`config.mk`:
```
export PLATFORM = sky130hd
export DESIGN_NAME = fetch_stage
export DESIGN_NICKNAME = d
export VERILOG_FILES = /design/src/rtl/fetch_stage.sv
export SDC_FILE = /design/constraint.sdc
export NUM_CORES = 1
export LEC_CHECK = 0
export ABC_AREA = 1
export CAP_MARGIN = 20
export CORE_MARGIN = 5
export CORE_UTILIZATION = 45
export DETAILED_ROUTE_END_ITERATION = 16
export PLACE_DENSITY = 0.76
export SLEW_MARGIN = 20
export SYNTH_ARGS = -nofsm -noshare
export SYNTH_HDL_FRONTEND = slang
export SYNTH_SLANG_ARGS = --single-unit
```
`constraint.sdc`:
```
create_clock -name clk -period 1.6 [get_ports clk]
set_clock_uncertainty 0.05 [all_clocks]
set_input_delay 0.32 -clock clk [delete_from_list [all_inputs] [get_ports clk]]
set_output_delay 0.32 -clock clk [all_outputs]
set_load 0.05 [all_outputs]
```
`src/rtl/fetch_stage.sv`:
```
// fetch_stage: single-issue instruction fetch with two-word li handling,
// redirect/flush from execute, a valid/ready output bundle and a sys halt.
module fetch_stage #(
  parameter logic [15:0] RESET_PC = 16'h0000
) (
  input  logic        clk,
  input  logic        reset,
  output logic [15:0] imem_addr,
  input  logic [15:0] imem_data,
  input  logic        redirect_valid,
  input  logic [15:0] redirect_pc,
  input  logic        out_ready,
  output logic        out_valid,
  output logic [15:0] out_ir,
  output logic        out_has_imm,
  output logic [15:0] out_imm,
  output logic [15:0] out_pc,
  output logic        halted
);

  typedef enum logic [1:0] {
    FETCH     = 2'd0,
    FETCH_IMM = 2'd1,
    HALTED    = 2'd2
  } state_t;

  state_t      state;
  logic [15:0] pc;
  logic [15:0] li_ir;
  logic [15:0] li_pc;

  logic slot_free;
  logic is_li;
  logic is_sys;

  // The output register can take a new bundle when it is empty or being drained.
  assign slot_free = !out_valid || out_ready;
  assign is_li     = (imem_data[15:12] == 4'b1111);
  assign is_sys    = (imem_data[15:12] == 4'b1110) && (imem_data[5:0] == 6'b000000);
  assign imem_addr = pc;

  // Fetch sequencer: reset, then halt hold, then redirect flush, then li/normal fetch.
  always_ff @(posedge clk) begin
    if (reset) begin
      state       <= FETCH;
      pc          <= RESET_PC;
      li_ir       <= 16'h0000;
      li_pc       <= 16'h0000;
      out_valid   <= 1'b0;
      out_ir      <= 16'h0000;
      out_imm     <= 16'h0000;
      out_has_imm <= 1'b0;
      out_pc      <= 16'h0000;
      halted      <= 1'b0;
    end else begin
      case (state)
        HALTED: begin
          if (out_valid && out_ready) begin
            out_valid <= 1'b0;
          end
        end

        FETCH_IMM: begin
          if (redirect_valid) begin
            pc        <= redirect_pc;
            out_valid <= 1'b0;
            state     <= FETCH;
          end else begin
            out_ir      <= li_ir;
            out_pc      <= li_pc;
            out_imm     <= imem_data;
            out_has_imm <= 1'b1;
            out_valid   <= 1'b1;
            pc          <= pc + 16'd1;
            state       <= FETCH;
          end
        end

        default: begin
          if (redirect_valid) begin
            pc        <= redirect_pc;
            out_valid <= 1'b0;
            state     <= FETCH;
          end else if (slot_free) begin
            pc <= pc + 16'd1;
            if (is_li) begin
              li_ir     <= imem_data;
              li_pc     <= pc;
              out_valid <= 1'b0;
              state     <= FETCH_IMM;
            end else begin
              out_ir      <= imem_data;
              out_pc      <= pc;
              out_imm     <= 16'h0000;
              out_has_imm <= 1'b0;
              out_valid   <= 1'b1;
              if (is_sys) begin
                halted <= 1'b1;
                state  <= HALTED;
              end else begin
                state <= FETCH;
              end
            end
          end
        end
      endcase
    end
  end

endmodule

```
Figure 1. PDN straps and rails (run 1).
Scale bar: 20 µm. Pins as bars on the die edge.
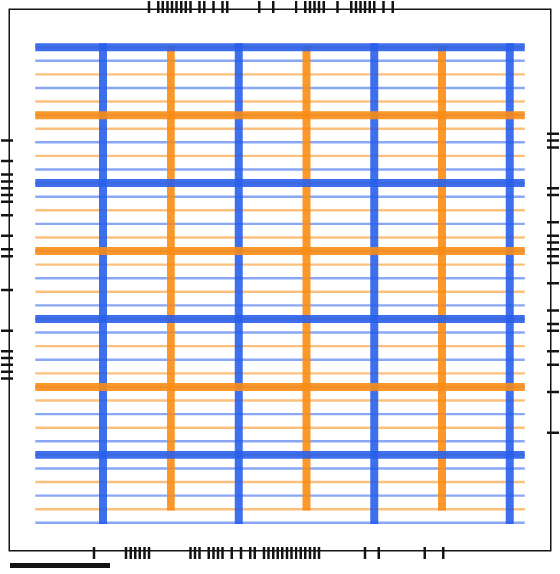
legend:
  orange:
    net: VDD
  blue:
    net: VSS
rows: 35
met4 straps: 7
signal pins: 103
met1 rails: 36
met5 straps: 7

Figure 2. Placed cells, one colour a class (run 1).
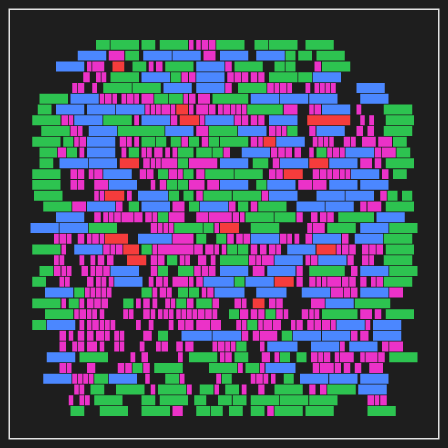
legend:
  magenta:
    class: remaining logic cells
    cells: 458
  green:
    class: remaining buffers and delay cells
    cells: 173
  blue:
    class: registers
    cells: 101
  red:
    class: clock drivers and dummy loads
    cells: 16

==> impl_metrics.ini, run 1 <==
; synthesis and place-and-route metrics
[setup_path]
worst_ep_required_time_ps = 1840

[timing]
report.final.slew_viol_count = 0
slew_headroom_pct = 69.19
setup_viol = 6
worst-slew-pin-transition_ps = 462.1
post-route-worst-setup-slack_ps = -43.61
post_layout_period_usage_pct = 102.7
grt_setup_unrepaired = true

[global_route]
grtUsageMet2_pct = 39.56
globalRouteOverflowTotal = 0

[power]
heaviest_power_group = sequential cells
power.net_switching_w = 0.001877

[routing]
top_layer_used = met4
wl_um = 14970

[synth]
synth_chip_area_um2 = 4329
post_synth_aoi_oai_area_pct = 21.97

[placement]
preCtsSetupSlack_ps = -414.3
placedInstanceArea_um2 = 6429
gp_routability_congestion = 0.9210

[outcome]
violations = negative setup slack
run_status = finished, violations left

[final_layout]
final_nets = 782
multiInputCombCellCount = 418
final_cell_count_no_fill = 877

[floorplan]
io_pins = 103
Figure 3. Clock network drawn from the DEF (run 1).
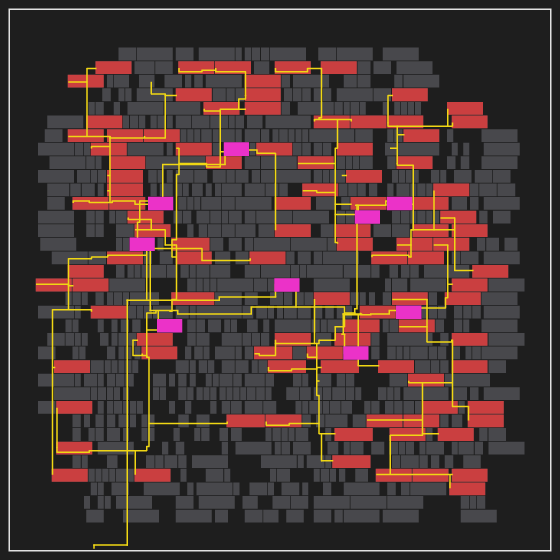
legend:
  yellow:
    item: clock wires
    length: 1,110 µm
  magenta:
    item: clock-net drivers
    count: 9
  red:
    item: flip-flops
    count: 101
flops lie: widely spread

-- run 1: placed cells by master (no fill, tap or decap), drive strengths merged --
cell,instances
nand3b,1
ha,3
nor2,86
bufbuf,1
clkdlybuf4s50,32
clkbuf,15
dfxtp,101
a21oi,100
clkinv,5
dlygate4sd2,2
o21ai,82
nand3,15
dlymetal6s2s,1
bufinv,1
nand4,5
mux2i,16
inv,41
a31oi,4
buf,131
nand2,100
o31ai,2
nor3,4
-- run 1: state kept, by name, indices dropped and copies added (netlist names) --
name,cells
imem_addr,16
li_ir,16
li_pc,16
out_imm,16
out_ir,16
out_pc,16
state,2
halted,1
out_has_imm,1
out_valid,1
Figure 4. Congestion heat map (run 1).
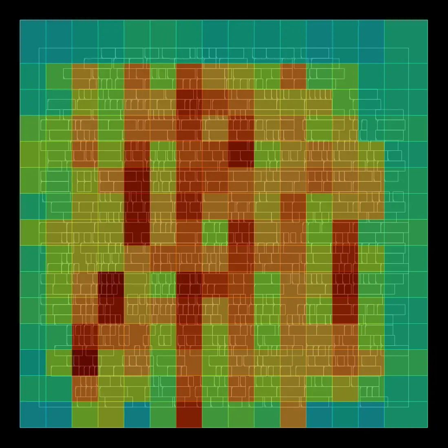

==> inputs of run 2 (changes only) <==
==> constraint.sdc (replaced) <==
create_clock -name clk -period 1.6 [get_ports clk]
set_clock_uncertainty 0.05 [all_clocks]
set_input_delay 0.32 -clock clk [delete_from_list [all_inputs] [get_ports clk]]
set_output_delay 0.32 -clock clk [all_outputs]
set_load 0.1 [all_outputs]
Figure 5. Congestion heat map (run 2).
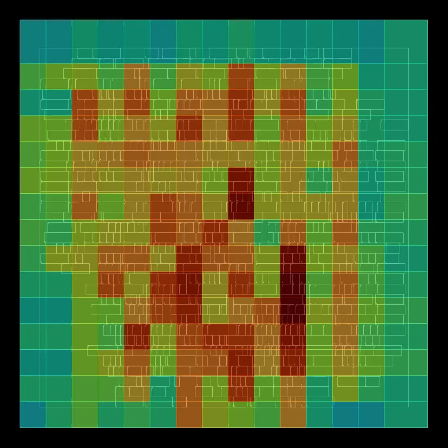
busiest layer in global routing: met2
average detailed-routed wire length per instance: 15.05 µm

Figure 6. PDN straps and rails (run 2).
Scale bar: 20 µm. Pins as bars on the die edge.
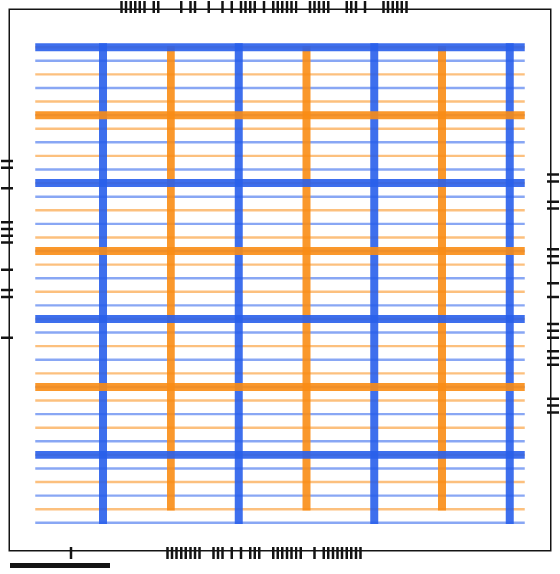
legend:
  orange:
    net: VDD
  blue:
    net: VSS
met5 straps: 7
met4 straps: 7
rows: 35
met1 rails: 36
signal pins: 103
core box area: 9328 µm²
IR drop worst, VDD: 721.1 µV
DIE WIDTH: 108.1 µm
die height: 108.1 µm

Figure 7. Metal layers overlaid (run 2).
Scale bar: 20 µm.
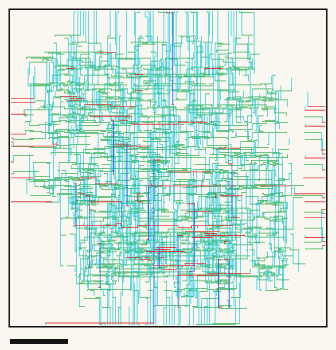
legend:
  blue:
    layer: M4
    wire_length: 316 µm
  green:
    layer: M1
    wire_length: 5,110 µm
  red:
    layer: M3
    wire_length: 600 µm
  cyan:
    layer: M2
    wire_length: 6,710 µm
total via count in the routed design: 4,532
sum of routed wire length over all layers: 12,740 µm
total routing usage reported by global routing: 21.30%

==> impl_metrics.ini, run 2 <==
; synthesis and place-and-route metrics
[global_route]
globalRouteOverflowTotal = 0
grtUsageMet2_pct = 38.01
globalRouteMet1Util_pct = 25.07

[floorplan]
io_pins = 103

[synth]
syn-num-nets = 633
synth_chip_area_um2 = 4329
synth.top_cell.area_share_pct = 46.71
area_leaders = sky130_fd_sc_hd__dfxtp_1 (47%), sky130_fd_sc_hd__a21oi_1 (12%), sky130_fd_sc_hd__o21ai_0 (9.1%)
yosys.cell_types.count = 25

[outcome]
run_status = finished, violations left
violations = negative setup slack

[timing]
slew_headroom_pct = 70.37
worst-slew-pin-transition_ps = 444.4
post_layout_period_usage_pct = 101.6
grt_setup_unrepaired = true
setup_viol = 2
post-route-worst-setup-slack_ps = -25.06
report.final.slew_viol_count = 0
layout_min_cycle_time_ps = 1625

[final_layout]
final_layout_top_logic_cells = sky130_fd_sc_hd__a21oi_1 (93), sky130_fd_sc_hd__nand2_1 (90), sky130_fd_sc_hd__dfxtp_1 (83), sky130_fd_sc_hd__nor2_1 (82), sky130_fd_sc_hd__buf_12 (76)
multiInputCombCellCount = 419
comb_gate_area_um2 = 2111
most_instantiated_logic_cell_after_routing = sky130_fd_sc_hd__a21oi_1
final_cell_count_no_fill = 846
final_nets = 751
area.share.sequential_pct = 30.31
layout.clock.cell_area_share_pct = 2.685
fraction_of_layout_instances_using_a_drive_strength_above_1_pct = 24.13

[placement]
preCtsSetupSlack_ps = -403.7
placedInstanceArea_um2 = 6425
gp_routability_congestion = 0.9011

[run]
max_cap_viol_count = 0

[routing]
met2WireLength_um = 6705
top_layer_used = met4
first_iter_violations = 307

[setup_path]
worstSetupStartpoint = state[0]$_SDFFE_PP0P_
cp_slowest_cell = sky130_fd_sc_hd__dfxtp_2
worst_ep_required_time_ps = 1790
reg2reg_depth = 10

[min_path]
min_delay_endpoint = out_imm[14]$_SDFFE_PP0P_
hold_path_class = primary input to flip-flop
## run 2: report_power, final
group	total [W]	switching, W	internal (W)
logic	0.00171	0.00108	0.000632
registers	0.00277	0.000140	0.00263
clock network	0.00155	0.000915	0.000631
## run 2: cells by family (layout without fill, tap and decap cells)
logic type               count (synthesis)  count (layout)  share of synthesized area (%)
multiplexers                            16              16                          3.699
buffers and inverters                   75             197                          7.110
adder cells (fa/ha/maj)                  3               3                         0.8671
flip-flops                             101             101                          46.71
AND/OR/NAND/NOR                        211             212                          19.65
AND-OR/OR-AND                          188             188                          21.97
## run 2: timing repair
item                                    in CTS  in global routing
buffers inserted                             1                  2
resized                                     10                 47
endpoints found under the setup margin      31                 88
pin swaps                                    2                 11
gates cloned                                 2                  0
Power figures rest on the tool's default switching activity, not on a simulated workload.
